<file path="config.mk">
export PLATFORM = sky130hd
export DESIGN_NAME = act_broadcast_engine_flat
export DESIGN_NICKNAME = d
export VERILOG_FILES = /design/src/rtl/act_broadcast_engine_if.sv /design/src/rtl/act_broadcast_engine.sv /design/src/flat_wrapper.sv
export SDC_FILE = /design/constraint.sdc
export NUM_CORES = 1
export LEC_CHECK = 0
export CAP_MARGIN = 20
export CORE_ASPECT_RATIO = 0.6
export CORE_MARGIN = 5
export CORE_UTILIZATION = 55
export DETAILED_ROUTE_END_ITERATION = 12
export PLACE_DENSITY = 0.89
export SYNTH_ARGS = -nofsm -noshare
export SYNTH_HDL_FRONTEND = slang
export SYNTH_SLANG_ARGS = --single-unit
</file>
<file path="constraint.sdc">
create_clock -name clk -period 3.56 [get_ports clk]
set_input_delay 0.712 -clock clk [delete_from_list [all_inputs] [get_ports clk]]
set_output_delay 0.712 -clock clk [all_outputs]
set_load 0.005 [all_outputs]
</file>
<file path="src/rtl/act_broadcast_engine_if.sv">
// Regfile read port and network send port of the activation broadcast engine.
// master: engine side (drives rd_en/rd_addr/send_*); slave: regfile + network side.
interface act_broadcast_engine_if #(
  parameter int DATA_WIDTH   = 16,
  parameter int ACT_NO_WIDTH = 6,
  parameter int PE_IDX_WIDTH = 6
);
  logic                                rd_en;
  logic [ACT_NO_WIDTH-1:0]             rd_addr;
  logic [DATA_WIDTH-1:0]               rd_data;
  logic                                send_valid;
  logic [ACT_NO_WIDTH+PE_IDX_WIDTH-1:0] send_idx;
  logic [DATA_WIDTH-1:0]               send_data;
  logic                                send_rdy;

  modport master (
    output rd_en, rd_addr,
    output send_valid, send_idx, send_data,
    input  rd_data, send_rdy
  );

  modport slave (
    input  rd_en, rd_addr,
    input  send_valid, send_idx, send_data,
    output rd_data, send_rdy
  );
endinterface

</file>
<file path="src/rtl/act_broadcast_engine.sv">
// Drains the PE output regfile as (global idx, value) pairs through a 2-entry skid FIFO.
// Ports: clk, rst (sync, active-high), PE_IDX, start, out_act_no, bus (master), busy, done.
// Optional: ACT_ZERO_SKIP_EN drops zero-valued activations instead of sending them.
module act_broadcast_engine #(
  parameter int DATA_WIDTH   = 16,
  parameter int ACT_NO_WIDTH = 6,
  parameter int PE_IDX_WIDTH = 6
) (
  input  logic                    clk,
  input  logic                    rst,
  input  logic [PE_IDX_WIDTH-1:0] PE_IDX,
  input  logic                    start,
  input  logic [ACT_NO_WIDTH:0]   out_act_no,
  act_broadcast_engine_if.master  bus,
  output logic                    busy,
  output logic                    done
);
  localparam int IW = ACT_NO_WIDTH + PE_IDX_WIDTH;
  localparam int EW = IW + DATA_WIDTH;

  typedef enum logic [1:0] {IDLE, RUN, FLUSH, DONE} state_e;

  state_e                  state_q, state_d;
  logic [ACT_NO_WIDTH:0]   total_q, total_d;
  logic [ACT_NO_WIDTH-1:0] rd_ptr_q, rd_ptr_d;
  logic [ACT_NO_WIDTH-1:0] tag_q, tag_d;
  logic                    inflight_q, inflight_d;
  logic [EW-1:0]           mem_q [2];
  logic [EW-1:0]           mem_d [2];
  logic                    wp_q, wp_d;
  logic                    hp_q, hp_d;
  logic [1:0]              occ_q, occ_d;
  logic                    zero_q, zero_d;
  logic                    done_q, done_d;
  logic                    busy_q, busy_d;

  logic pop, push, credit, rd_go, last_rd, flush_exit;

  always_comb begin
    pop = (occ_q != 2'd0) && bus.send_rdy;
`ifdef ACT_ZERO_SKIP_EN
    push = inflight_q && (bus.rd_data != '0);
`else
    push = inflight_q;
`endif
    // occ + inflight - pop < 2, kept non-negative by adding pop on the right
    credit = ({1'b0, occ_q} + {2'b00, inflight_q})
           < ({2'b00, pop} + 3'd2);
    rd_go = (state_q == RUN) && credit;
    last_rd = ({1'b0, rd_ptr_q} + {{ACT_NO_WIDTH{1'b0}}, 1'b1})
            == total_q;
    // exit when the FIFO will be empty after this edge and nothing returns
    flush_exit = !inflight_q &&
                 ((occ_q == 2'd0) || ((occ_q == 2'd1) && pop));

    state_d = state_q;
    total_d = total_q;
    rd_ptr_d = rd_ptr_q;
    zero_d = zero_q;
    done_d = 1'b0;

    unique case (state_q)
      IDLE: begin
        if (start) begin
          total_d = out_act_no;
          rd_ptr_d = '0;
          zero_d = (out_act_no == '0);
          state_d = (out_act_no == '0) ? DONE : RUN;
        end
      end
      RUN: begin
        if (rd_go) begin
          rd_ptr_d = rd_ptr_q + 1'b1;
          if (last_rd) state_d = FLUSH;
        end
      end
      FLUSH: begin
        if (flush_exit) begin
          state_d = DONE;
          done_d = 1'b1;
        end
      end
      DONE: begin
        state_d = IDLE;
        // an empty drain never passes FLUSH, so its pulse comes from here
        done_d = zero_q;
      end
      default: state_d = IDLE;
    endcase

    busy_d = (state_d != IDLE);
    inflight_d = rd_go;
    tag_d = rd_ptr_q;

    mem_d = mem_q;
    wp_d = wp_q;
    hp_d = hp_q;
    if (push) begin
      mem_d[wp_q] = {tag_q, PE_IDX, bus.rd_data};
      wp_d = ~wp_q;
    end
    if (pop) hp_d = ~hp_q;
    occ_d = occ_q + {1'b0, push} - {1'b0, pop};
  end

  always_ff @(posedge clk) begin
    if (rst) begin
      state_q <= IDLE;
      total_q <= '0;
      rd_ptr_q <= '0;
      tag_q <= '0;
      inflight_q <= 1'b0;
      mem_q <= '{default: '0};
      wp_q <= 1'b0;
      hp_q <= 1'b0;
      occ_q <= 2'd0;
      zero_q <= 1'b0;
      done_q <= 1'b0;
      busy_q <= 1'b0;
    end else begin
      state_q <= state_d;
      total_q <= total_d;
      rd_ptr_q <= rd_ptr_d;
      tag_q <= tag_d;
      inflight_q <= inflight_d;
      mem_q <= mem_d;
      wp_q <= wp_d;
      hp_q <= hp_d;
      occ_q <= occ_d;
      zero_q <= zero_d;
      done_q <= done_d;
      busy_q <= busy_d;
    end
  end

  assign bus.rd_en = rd_go;
  assign bus.rd_addr = rd_ptr_q;
  assign bus.send_valid = (occ_q != 2'd0);
  assign bus.send_idx = mem_q[hp_q][EW-1:DATA_WIDTH];
  assign bus.send_data = mem_q[hp_q][DATA_WIDTH-1:0];
  assign busy = busy_q;
  assign done = done_q;
endmodule

</file>
<file path="src/flat_wrapper.sv">
// flat-port wrapper written by rule: the top's interface ports become plain ports
module act_broadcast_engine_flat 
#(
  parameter int DATA_WIDTH   = 16,
  parameter int ACT_NO_WIDTH = 6,
  parameter int PE_IDX_WIDTH = 6
)
  (clk, rst, PE_IDX, start, out_act_no, busy, done, bus_rd_en, bus_rd_addr, bus_send_valid, bus_send_idx, bus_send_data, bus_rd_data, bus_send_rdy);
  act_broadcast_engine_if #(.DATA_WIDTH(DATA_WIDTH), .ACT_NO_WIDTH(ACT_NO_WIDTH), .PE_IDX_WIDTH(PE_IDX_WIDTH)) bus_i ();
  input  logic clk;
  input  logic rst;
  input  logic [PE_IDX_WIDTH-1:0] PE_IDX;
  input  logic start;
  input  logic [ACT_NO_WIDTH:0] out_act_no;
  output logic busy;
  output logic done;
  output wire logic [$bits(bus_i.rd_en)-1:0] bus_rd_en;
  output wire logic [$bits(bus_i.rd_addr)-1:0] bus_rd_addr;
  output wire logic [$bits(bus_i.send_valid)-1:0] bus_send_valid;
  output wire logic [$bits(bus_i.send_idx)-1:0] bus_send_idx;
  output wire logic [$bits(bus_i.send_data)-1:0] bus_send_data;
  input wire logic [$bits(bus_i.rd_data)-1:0] bus_rd_data;
  input wire logic [$bits(bus_i.send_rdy)-1:0] bus_send_rdy;
  assign bus_rd_en = bus_i.rd_en;
  assign bus_rd_addr = bus_i.rd_addr;
  assign bus_send_valid = bus_i.send_valid;
  assign bus_send_idx = bus_i.send_idx;
  assign bus_send_data = bus_i.send_data;
  assign bus_i.rd_data = bus_rd_data;
  assign bus_i.send_rdy = bus_send_rdy;
  act_broadcast_engine #(.DATA_WIDTH(DATA_WIDTH), .ACT_NO_WIDTH(ACT_NO_WIDTH), .PE_IDX_WIDTH(PE_IDX_WIDTH)) u_core (.clk(clk), .rst(rst), .PE_IDX(PE_IDX), .start(start), .out_act_no(out_act_no), .bus(bus_i), .busy(busy), .done(done));
endmodule
</file>
Signal wires by layer:
(2 px per um)
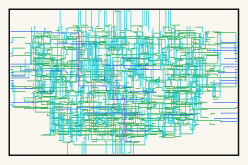
layer	colour	wire length
M1	green	4080 um
M4	magenta	77.5 um
M3	blue	470 um
M2	cyan	4070 um

Pin map:
(3 px per um) Pins as bars across the die edge, other pins in grey.
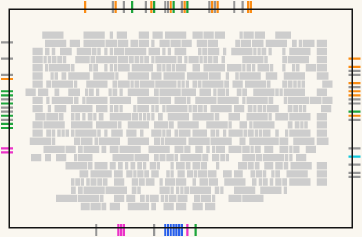
port	colour	pins	direction	edge
bus_send_idx	green	12	output	6 west, 4 north, 1 east, 1 south
bus_send_rdy	cyan	1	input	east
out_act_no	blue	7	input	south
bus_send_data	orange	16	output	9 north, 6 east, 1 west
bus_rd_addr	magenta	6	output	4 south, 2 west
all pins by edge	23 north, 18 east, 16 west, 14 south
die height: 72.3 um
PortBufs: 70
die width: 114 um

==> commit_impl_results.txt <==
Update PnR metrics after Yosys + OpenROAD run

- The run finished with clean final reports.
- Per report_power, the Combinational row totals between 0.0005 and 0.0006 W.
- Crit. path cell count: 6
- Hold endpoint: u_core.mem_q[53]
* Clock Pin Slew Worst Setup and Hold Paths: roughly 0.09 ns
* Commonest cells in the netlist: nand2_1, dfxtp_1, a21oi_1
- Of the total power, combinational logic draws 0.243.
* Leading power group: registers
- 71 I/O pins were placed.
* Sinks on Clock Net: roughly 85
* Number of iterations in the first detailed-routing pass: 4
- More flip-flops sit in one register than any other, and that register is u_core.mem_q.
* Non-clock buffer contribution to total cell area: 0.172
- Per the skew report, the later register of the worst-skew pair sees a clock latency of about 0.35 ns.
* Flip-flops with a built-in enable: 0
- In this run the remaining antenna-violating nets after routing total 0.
* Via total after detailed routing: 3114
- Using the TritonRoute via totals, the vias-per-cell ratio works out to roughly 5.4.
- The worst setup path is captured at an output pin.
- CTS tree: done
- Routed wire length on met3: 470 um
- For this design, Yosys synthesis ends with a cell count of 429.
- roughly 310 cells are multi-input combinational gates.
- Simple-gate area share of the yosys netlist: 0.214
* GRT met2 Usage: 0.341
* Post-Route Hold Slack: around 0.45 ns
- Hold violation count in the final report: 0
* Post-synthesis cell type with the largest instance count: nand2_1
* CTS-repair resized insts: 0
* Count of warnings emitted by yosys: 0
- Fraction of area in clock buffers and inverters: 0.0404
- The first global-routing pass estimated around 14 mm of wire.
- Max reg flops: 56
* Worst path required time: 2.85 ns
- In this run the worst setup path begins at bus_send_rdy.
- Cell area leaders: dfxtp_1, nand2_1, a21oi_1, mux2_1, clkbuf_1
- For this block, the routed nets add up to a little under 9 mm of wire.
- CP top delay family: buffers and inverters
* Post-synthesis sequential element count: roughly 85
- HPWL reported at the end of detailed placement: 5.98 mm
- Diode count: 0
* Grt met1 use: 0.284
* Sequential-cell power consumption: roughly 0.0011 W
* Highest net fanout along the worst path: 4
* Number of well taps: 84
- R2R cell count: 7
* Reg2Reg Setup Slack: about 1.6 ns
- Routability Congestion: approximately 0.9
- Clock Tree Root: clkbuf_8
* Total CTS buffers: 9
- Syn-to-layout area delta: 27.1%
- Critical path arrival: approximately 2.5 ns
- Endpoint of the most critical setup path: bus_rd_en
* Highest metal layer used by the detailed router: met4
* Worst flop-to-flop path endpoint: u_core.bus.rd_addr[0]
- Adding up every negative setup slack in the final design gives 0 ns.
- Clock power share: 0.280
* Worst-margin pin slew: ~1.1 ns
- Per the post-synthesis report, the number of cells in the design is between 400 and 500.
- The number of placed instances, taps included, is ~560.
* Worst slack, placed: between 0.3 and 0.4 ns
- Final sequential cell count: ~85
* Share of cells above drive strength 1: 0.0624
- Post-route core utilization: 0.730
- Summed over all layers, the global routing overflow is 0.
- Worst Skew: roughly 0.013 ns
- MUX share of area: 0.0928
- Non-clock inverters in the final layout number 6.
- The worst setup path is of the in2out kind.
- Longest Clk Path Bufs: 2
* Metal1 wirelength: between 4 and 5 mm
* CP Launch Type: input port
- First DRT Iteration DRCs: 261
* Dominant combinational cell family by area after synthesis: simple AND/OR/NAND/NOR gates
- Cells on Worst Hold Path: 2
- Power after layout: between 0.002 and 0.0025 W
- Count of warning messages emitted by the tools: 26
Power and IR drop assume default switching activity.
